Run 1, sizing map:
Drawn at 4 px/um.
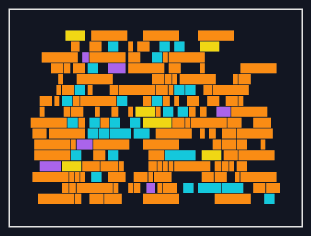
Run 1, signal wires on met3:
Drawn at 4 px/um.
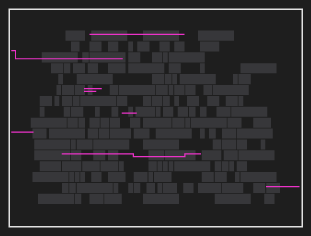
Run 1, cell classes on the final placement:
Drawn at 6 px/um.
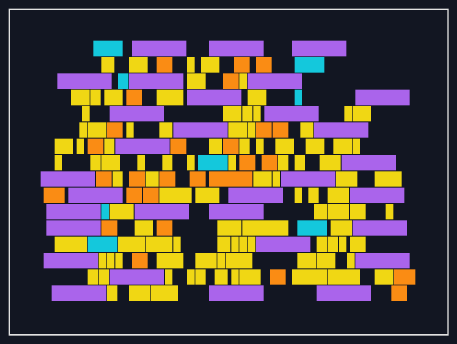
Run 1, sequential cells grouped by signal name:
Drawn at 4 px/um. Other sequential cells in the stronger grey, the rest of the logic in the fainter grey.
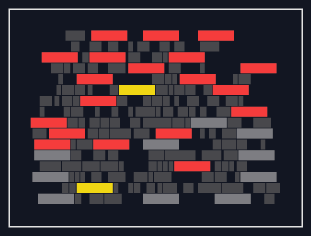
[src/rtl/debounce_pkg.sv]
// Shared state set and defaults for the switch debouncer.
// A wait state is qualified by a separate tick index so the window length scales freely.
package debounce_pkg;

  typedef enum logic [1:0] {
    StZero,
    StWait1,
    StOne,
    StWait0
  } db_state_t;

  localparam int unsigned DefN          = 19;
  localparam int unsigned DefWaitTicks  = 3;
  localparam int unsigned DefSyncStages = 2;

  function automatic int unsigned idx_width(input int unsigned ticks);
    return (ticks > 1) ? $clog2(ticks) : 1;
  endfunction

endpackage

[src/rtl/debounce_tick.sv]
// Free-running N-bit counter; tick pulses for one cycle each time it reaches all-ones.
module debounce_tick #(
  parameter int unsigned N = 19
) (
  input  logic clk,
  input  logic rst,
  output logic tick
);

  logic [N-1:0] cnt_q;

  always_ff @(posedge clk or negedge rst) begin
    if (!rst) begin
      cnt_q <= '0;
    end else begin
      cnt_q <= cnt_q + N'(1);
    end
  end

  assign tick = &cnt_q;

endmodule

[src/rtl/debounce_det.sv]
// Switch debouncer: one synchronized input feeds a delayed-scheme and an early-scheme FSM,
// both paced by a shared tick that is never restarted by switch activity.
module debounce_det
  import debounce_pkg::*;
#(
  parameter int unsigned N           = DefN,
  parameter int unsigned WAIT_TICKS  = DefWaitTicks,
  parameter int unsigned SYNC_STAGES = DefSyncStages
) (
  input  logic clk,
  input  logic rst,
  input  logic sw,
  output logic db_delay,
  output logic db_early
);

  localparam int unsigned    IdxW    = idx_width(WAIT_TICKS);
  localparam logic [IdxW-1:0] LastIdx = IdxW'(WAIT_TICKS - 1);

  logic sw_s;
  logic tick;

  if (SYNC_STAGES == 0) begin : g_bypass
    assign sw_s = sw;
  end else begin : g_sync
    logic [SYNC_STAGES-1:0] sync_q;

    always_ff @(posedge clk or negedge rst) begin
      if (!rst) begin
        sync_q <= '0;
      end else begin
        sync_q[0] <= sw;
        for (int i = 1; i < SYNC_STAGES; i++) begin
          sync_q[i] <= sync_q[i-1];
        end
      end
    end

    assign sw_s = sync_q[SYNC_STAGES-1];
  end

  debounce_tick #(
    .N (N)
  ) u_tick (
    .clk  (clk),
    .rst  (rst),
    .tick (tick)
  );

  db_state_t       dl_state_q, el_state_q;
  logic [IdxW-1:0] dl_idx_q, el_idx_q;
  logic            db_delay_q, db_early_q;

  // Delayed scheme: a revert of sw_s aborts the window and takes priority over a same-cycle tick.
  always_ff @(posedge clk or negedge rst) begin
    if (!rst) begin
      dl_state_q <= StZero;
      dl_idx_q   <= '0;
      db_delay_q <= 1'b0;
    end else begin
      unique case (dl_state_q)
        StZero: begin
          if (sw_s) begin
            dl_state_q <= StWait1;
            dl_idx_q   <= '0;
          end
        end
        StWait1: begin
          if (!sw_s) begin
            dl_state_q <= StZero;
          end else if (tick) begin
            if (dl_idx_q == LastIdx) begin
              dl_state_q <= StOne;
              db_delay_q <= 1'b1;
            end else begin
              dl_idx_q <= dl_idx_q + IdxW'(1);
            end
          end
        end
        StOne: begin
          if (!sw_s) begin
            dl_state_q <= StWait0;
            dl_idx_q   <= '0;
          end
        end
        StWait0: begin
          if (sw_s) begin
            dl_state_q <= StOne;
          end else if (tick) begin
            if (dl_idx_q == LastIdx) begin
              dl_state_q <= StZero;
              db_delay_q <= 1'b0;
            end else begin
              dl_idx_q <= dl_idx_q + IdxW'(1);
            end
          end
        end
        default: begin
          dl_state_q <= StZero;
          db_delay_q <= 1'b0;
        end
      endcase
    end
  end

  // Early scheme: the output flips on entry to a window; sw_s is ignored until it expires.
  always_ff @(posedge clk or negedge rst) begin
    if (!rst) begin
      el_state_q <= StZero;
      el_idx_q   <= '0;
      db_early_q <= 1'b0;
    end else begin
      unique case (el_state_q)
        StZero: begin
          if (sw_s) begin
            el_state_q <= StWait1;
            el_idx_q   <= '0;
            db_early_q <= 1'b1;
          end
        end
        StWait1: begin
          if (tick) begin
            if (el_idx_q == LastIdx) begin
              el_state_q <= StOne;
            end else begin
              el_idx_q <= el_idx_q + IdxW'(1);
            end
          end
        end
        StOne: begin
          if (!sw_s) begin
            el_state_q <= StWait0;
            el_idx_q   <= '0;
            db_early_q <= 1'b0;
          end
        end
        StWait0: begin
          if (tick) begin
            if (el_idx_q == LastIdx) begin
              el_state_q <= StZero;
            end else begin
              el_idx_q <= el_idx_q + IdxW'(1);
            end
          end
        end
        default: begin
          el_state_q <= StZero;
          db_early_q <= 1'b0;
        end
      endcase
    end
  end

  assign db_delay = db_delay_q;
  assign db_early = db_early_q;

endmodule

[config.mk]
export PLATFORM = sky130hd
export DESIGN_NAME = debounce_det
export DESIGN_NICKNAME = d
export VERILOG_FILES = /design/src/rtl/debounce_pkg.sv /design/src/rtl/debounce_tick.sv /design/src/rtl/debounce_det.sv
export SDC_FILE = /design/constraint.sdc
export NUM_CORES = 1
export LEC_CHECK = 0
export ABC_AREA = 0
export CAP_MARGIN = 20
export CORE_ASPECT_RATIO = 0.7
export CORE_MARGIN = 5
export CORE_UTILIZATION = 53
export DETAILED_ROUTE_END_ITERATION = 10
export MAX_ROUTING_LAYER = met4
export PLACE_DENSITY = 0.73
export SLEW_MARGIN = 20
export SYNTH_ARGS = -nofsm -noshare
export SYNTH_HDL_FRONTEND = slang
export SYNTH_SLANG_ARGS = --single-unit
[constraint.sdc]
create_clock -name clk -period 2.08 [get_ports clk]
set_clock_uncertainty 0.15 [all_clocks]
set_input_delay 0.416 -clock clk [delete_from_list [all_inputs] [get_ports clk]]
set_output_delay 0.416 -clock clk [all_outputs]
set_load 0.05 [all_outputs]
==> run notes, run 1 <==
The full implementation flow was run.

The antenna diode count stands at 0. The critical path in the final layout is reported with a setup slack of -41.0 ps. The power attributed to combinational cells stands at 341 uW. The final timing report lists a hold violation count of 0. Counting tap cells, the placed design contains a total of 192 instances.

Per the area breakdown, the dominant cell category is flip-flops and latches. The run finished, with violations left. The floorplan step defined a die boundary enclosing 0.00394 mm^2.

The reg2reg setup slack stands at -40 ps. The global routing met1 resource utilization stands at 20.1%. The wire length the detailed router placed on met1 stands at 1320 um. Per the CTS log, the root buffer master is clkbuf_8.

Using the TritonRoute via totals, the vias-per-cell ratio works out to 5.18. The checks that failed: setup timing. The met2 layer usage reported by global route stands at 27.1%. For reference, the post-synthesis area per instance comes to 11.0 um^2. Based on the critical path, the design can be clocked at up to 471 MHz. Clock latency on the worst-skew pair, taken at its later pin, is 290 ps. Setup repair after global routing could not meet its margin everywhere. The first global-routing pass estimated 4800 um of wire.

The normalized max-slew margin stands at 73.4%. According to the Yosys statistics, the synthesized design has a chip area of 0.00147 mm^2. The total track usage stands at 17.3%. The die extent in x stands at 72.9 um.

In the final layout, non-clock buffers account for 11.9% of the cell area. The clock buffer count from CTS stands at 5. Looking at the hold checks, the worst path lands on g_sync.sync_q[1]$_DFF_PN0_.

The overall power stands at 1.46 mW. The top cell types in the final layout, fill and taps aside, are dfrtp_1 (31), buf_4 (24), nand2_1 (12), xnor2_1 (12), nor2_1 (10). STA classifies the critical path startpoint as a flop. The clock H-tree reported by CTS has 2 levels. Counting plain and timing-repair buffers in the layout gives 27. The final critical-path share of the clock period stands at 102%. The cell count of the worst reg-to-reg path stands at 4. The number of logic stages on the critical path including buffering stands at 4. Global routing finished with a remaining overflow of 0.

After detailed routing, no signal wire sits above met4. After routing, the total negative slack on setup checks comes to -58.5 ps. OpenSTA lists the critical path endpoint as el_state_q[1]$_DFFE_PN0P_. The number of port buffers stands at 4. The endpoint identified for the worst register-to-register timing path is el_state_q[1]$_DFFE_PN0P_. STA classifies the critical path endpoint as a flop.

The area of the mapped netlist stands at 0.00147 mm^2. The largest driver fanout on the critical path stands at 5. The arithmetic-cell share of the synthesized area counting full adders, half adders and majority gates stands at 5.97%. TritonCTS built the clock tree.

5 I/O pins were placed. According to the dpl log, the detail-placed design has an HPWL of 2010 um. The clock sink total stands at 31. The net count after synthesis is 143. In this run the maximum-capacitance check reported violations numbering 0. The post-route minimum period stands at 2120 ps.

The number of nets with antenna violations after detailed routing stands at 0. After synthesis, flip-flops and latches occupy 52.9% of the total area. The number of tap cells inserted stands at 36. The worst supply voltage drop on vdd stands at 770 uV. Among the non-sequential cells, simple AND/OR/NAND/NOR gates take the most area.

The sequential power share stands at 45.6%. At the end of routability-driven placement, the weighted congestion stood at 0.744. Looking at the clock tree report, the maximum root-to-sink buffer count equals 2. Internal power comes to 1.03 mW.

For this run the top cell type by instance count after synthesis was dfrtp_1. Ranked by power, first place goes to sequential cells. The logs give a warning total of 32. Entering global routing, the biggest net connects 32 pins. The critical path's largest stage delay stands at 580 ps. The sum of buffers and inverters on the critical path stands at 0. The critical path is of the reg -> reg type.

The global router reports that the layer with the highest usage is met2. Once layout is complete, the cells apart from fillers number 202. The non-clock inverters instantiated in the layout total 9.

Per the cell usage report, the commonest logic cell in the layout is dfrtp_1. The share of cell area taken by multi-input logic gates stands at 37.3%. On the reported timing paths, the clock transition at the registers reads 70 ps. Leaving out buffers and inverters, the combinational logic in the layout accounts for 687 um^2.

The die boundary height stands at 54.0 um. Along the worst hold path, the cell count comes to 0. The commonest register cell is dfrtp_1. The number of global-route vias before repair was 1070. The routed length per placed instance stands at 13.6 um.

The most critical min-delay path falls under reg -> reg. In this design, the largest share of critical-path delay is due to simple AND/OR/NAND/NOR gates. The largest individual stage delay along the critical path comes from the cell or4_4. Setup violations remaining at the end of the flow were counted as 3.

Per the final report, max-transition violations number 0. After detailed placement, the total cell area comes to 0.00172 mm^2. The cell-mix breakdown from Yosys lists the simple-gate area share as 17.1%.
Notes on 'sizing map' above:
legend:
  orange:
    size: drive 1 or less
    cells: 125
    share: 75%
    most_used: dfrtp_1
  purple:
    size: drive 2
    cells: 6
    share: 3.6%
  yellow:
    size: drive 6 and up
    cells: 6
    share: 3.6%
    most_used: clkbuf_8
  cyan:
    size: drive 3 to 4
    cells: 29
    share: 17%
    most_used: buf_4
synth-to-layout area growth: 25.7%
slack of the critical path: -41.0 ps

Notes on 'signal wires on met3' above:
nets with wire on the layer: 6
share of all routed wire: 4.1%
wire length on this layer: 113 um
Routed WL: 2750 um
via total after detailed routing: 1047

Notes on 'cell classes on the final placement' above:
legend:
  orange:
    class: other buffers and delay cells
    cells: 27
  yellow:
    class: all other logic
    cells: 100
  cyan:
    class: clock drivers and dummy loads
    cells: 8
  purple:
    class: flip-flops
    cells: 31
number of rows in the core area: 16
end-of-flow core utilization: 67.7%
fraction of area in registers: 42.1%
area of all placed cells without fillers: 0.00184 mm^2
Std-Cell Core Area: 0.00272 mm^2

Notes on 'sequential cells grouped by signal name' above:
legend:
  red:
    name_in_the_netlist: `u_tick.cnt_q`
    flops: 19
  yellow:
    name_in_the_netlist: `el_state_q`
    flops: 2
not coloured: 10
area used by sequential logic in the layout: 776 um^2
flip-flop and latch power: 666 uW

## Run 2: what changed since run 1
Settings changed: CELL_PAD_IN_SITES_DETAIL_PLACEMENT from default to 1, CELL_PAD_IN_SITES_GLOBAL_PLACEMENT from default to 2, CORE_UTILIZATION 53 to 36, HOLD_SLACK_MARGIN from default to 0.06, PLACE_DENSITY 0.73 to default, PLACE_DENSITY_LB_ADDON from default to 0.1.
Run 2, sequential cells grouped by signal name:
Drawn at 4 px/um. Other sequential cells in the stronger grey, the rest of the logic in the fainter grey.
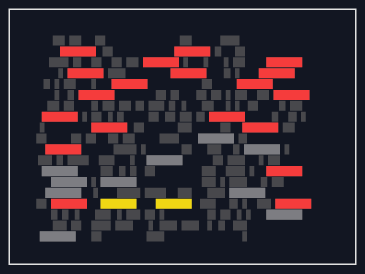
legend:
  yellow:
    name_in_the_netlist: `el_state_q`
    flops: 2
  red:
    name_in_the_netlist: `u_tick.cnt_q`
    flops: 19
not coloured: 10
flip-flop and latch power: 668 uW
fraction of area in registers: 41.9%
end-of-flow core utilization: 47.2%

Run 2, cell classes on the final placement:
Drawn at 6 px/um.
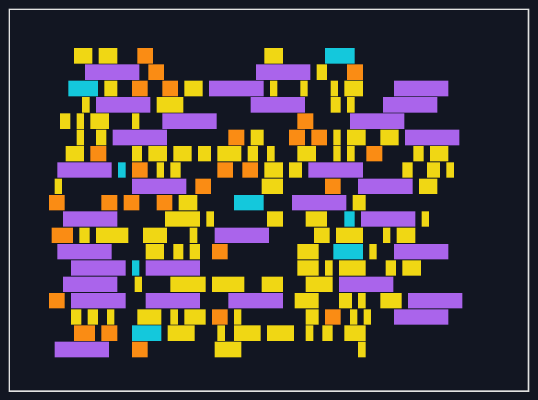
legend:
  yellow:
    class: all other logic
    cells: 100
  purple:
    class: flip-flops
    cells: 31
  cyan:
    class: clock drivers and dummy loads
    cells: 8
  orange:
    class: other buffers and delay cells
    cells: 28
number of rows in the core area: 19
Std-Cell Core Area: 0.00392 mm^2
area of all placed cells without fillers: 0.00185 mm^2

==> run 2 against run 1 <==
Effect of this change:
- the run still ends with setup timing left
- synthesized area unchanged
- final cell count up 8.4%
- sequential share of layout area down 0.23 points
- critical path depth up 1
- combinational power about the same
- global-route usage down 2.8 points
- register-to-register slack about the same
- power up 0.28%
- flip-flop count unchanged
- highest routed layer unchanged
==> run notes, run 2 <==
The full implementation flow was run.

The run finished, with violations left. The final reports fail on setup timing. The library cells used most frequently in the layout, excluding fill and tap cells, are dfrtp_1 (31), buf_4 (26), nand2_1 (12), xnor2_1 (12), nor2_1 (10). Looking at the critical path, the highest net fanout was 7. The placed wire-length estimate after detailed placement stands at 2400 um. Once detail routing completed, the nets flagged for antenna violations numbered 0. The placement-stage cell area stands at 0.00174 mm^2. After its last routability iteration, the placer logged a weighted congestion of 0.707. The via count of the routed design stands at 1061. The number of cells on the worst hold path is listed as 0.

The dominant power group in this design is sequential cells. The area taken by flip-flops and latches stands at 776 um^2. The fraction of cell area in non-clock buffers stands at 11.6%.

The worst setup path is captured at a flop. By area, the class that comes first in the final layout consists of flip-flops and latches. For this run, the detailed router reports a per-instance via density of 4.84.

The number of placed instances with taps included stands at 209. The most common logic cell in the final layout is dfrtp_1. The completed layout was analyzed and its total power is 1.46 mW. The sum of overflow across all layers after global routing stands at 0.

By instance count, the leading cell after synthesis is dfrtp_1. The clock buffer count from CTS stands at 5. The antenna diode count stands at 0.

The tool flagged a number of max-cap violations equal to 0. The timing report notes that buffer and inverter cells on the critical path total 0. The CTS log lists the clock sinks for this run as 31. After synthesis, the chip area reported by Yosys is 0.00147 mm^2. The overall die area stands at 0.00547 mm^2.

The die is 63.4 um tall. Per the GRT log, the top usage layer is met2. The final number of max-transition violations stands at 0. Routing resource usage on met1 recorded by global route was 18.3%. Per the post-synthesis stats, the area per cell is 11.0 um^2.

Counting along the longest clock path gives a buffer depth of 2. According to the hold report, the worst path is of the reg -> reg type. The largest individual stage delay along the critical path comes from the cell or4_4.

The power attributed to combinational cells stands at 340 uW. In this run the top signal layer used is met4. The largest net degree at the start of global routing stands at 32. 5 I/O pins were placed. The cell count of the worst reg-to-reg path stands at 5. STA classifies the critical path startpoint as a flop. The capture point of the worst register-to-register path is recorded as el_state_q[1]$_DFFE_PN0P_. The worst-case max-slew headroom was logged as 69.7%. The met2 layer usage reported by global route stands at 20.5%. Per the post-CTS timing run, clock transition at the registers of the reported paths is 60 ps. For this run, the leading register cell type out of synthesis is dfrtp_1. For reference, the final report shows the hold violation count at 0. The smallest setup slack after layout stands at -52.4 ps. The flow reports an fmax of 469 MHz.

The wire length the detailed router placed on met1 stands at 1600 um. The critical path is of the reg -> reg type. In the final timing run, aggregate negative setup slack is -79.0 ps. The multi-input logic area stands at 682 um^2. The post-route minimum period stands at 2130 ps.

Per the finish-stage timing summary, setup violations number 3. Buffers placed on the I/O ports in this run total 4. The number of global-route vias before repair is 1206. The die extent in x stands at 86.3 um. Counting the inverters off the clock network in the layout gives 9. The number of warning messages in the logs stands at 32. The largest single stage delay on the critical path is 490 ps. In this run, flip-flops and latches consume 45.6% of the power. The final critical-path share of the clock period stands at 103%.

The synthesis run identifies the leading combinational cell family as simple AND/OR/NAND/NOR gates.
Run 2, sizing map:
Drawn at 4 px/um.
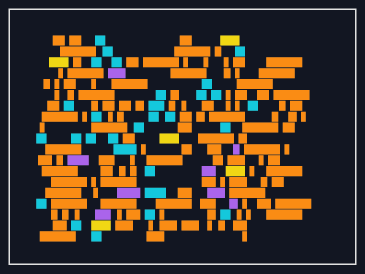
legend:
  purple:
    size: drive 2
    cells: 8
    share: 4.8%
  yellow:
    size: drive 6 and up
    cells: 5
    share: 3.0%
    most_used: clkbuf_8
  cyan:
    size: drive 3 to 4
    cells: 29
    share: 17%
    most_used: buf_4
  orange:
    size: drive 1 or less
    cells: 125
    share: 75%
    most_used: dfrtp_1
count of non-CTS buffers in the layout: 28
slack of the critical path: -52.4 ps
synth-to-layout area growth: 26.4%

Power figures rest on the tool's default switching activity, not on a simulated workload.
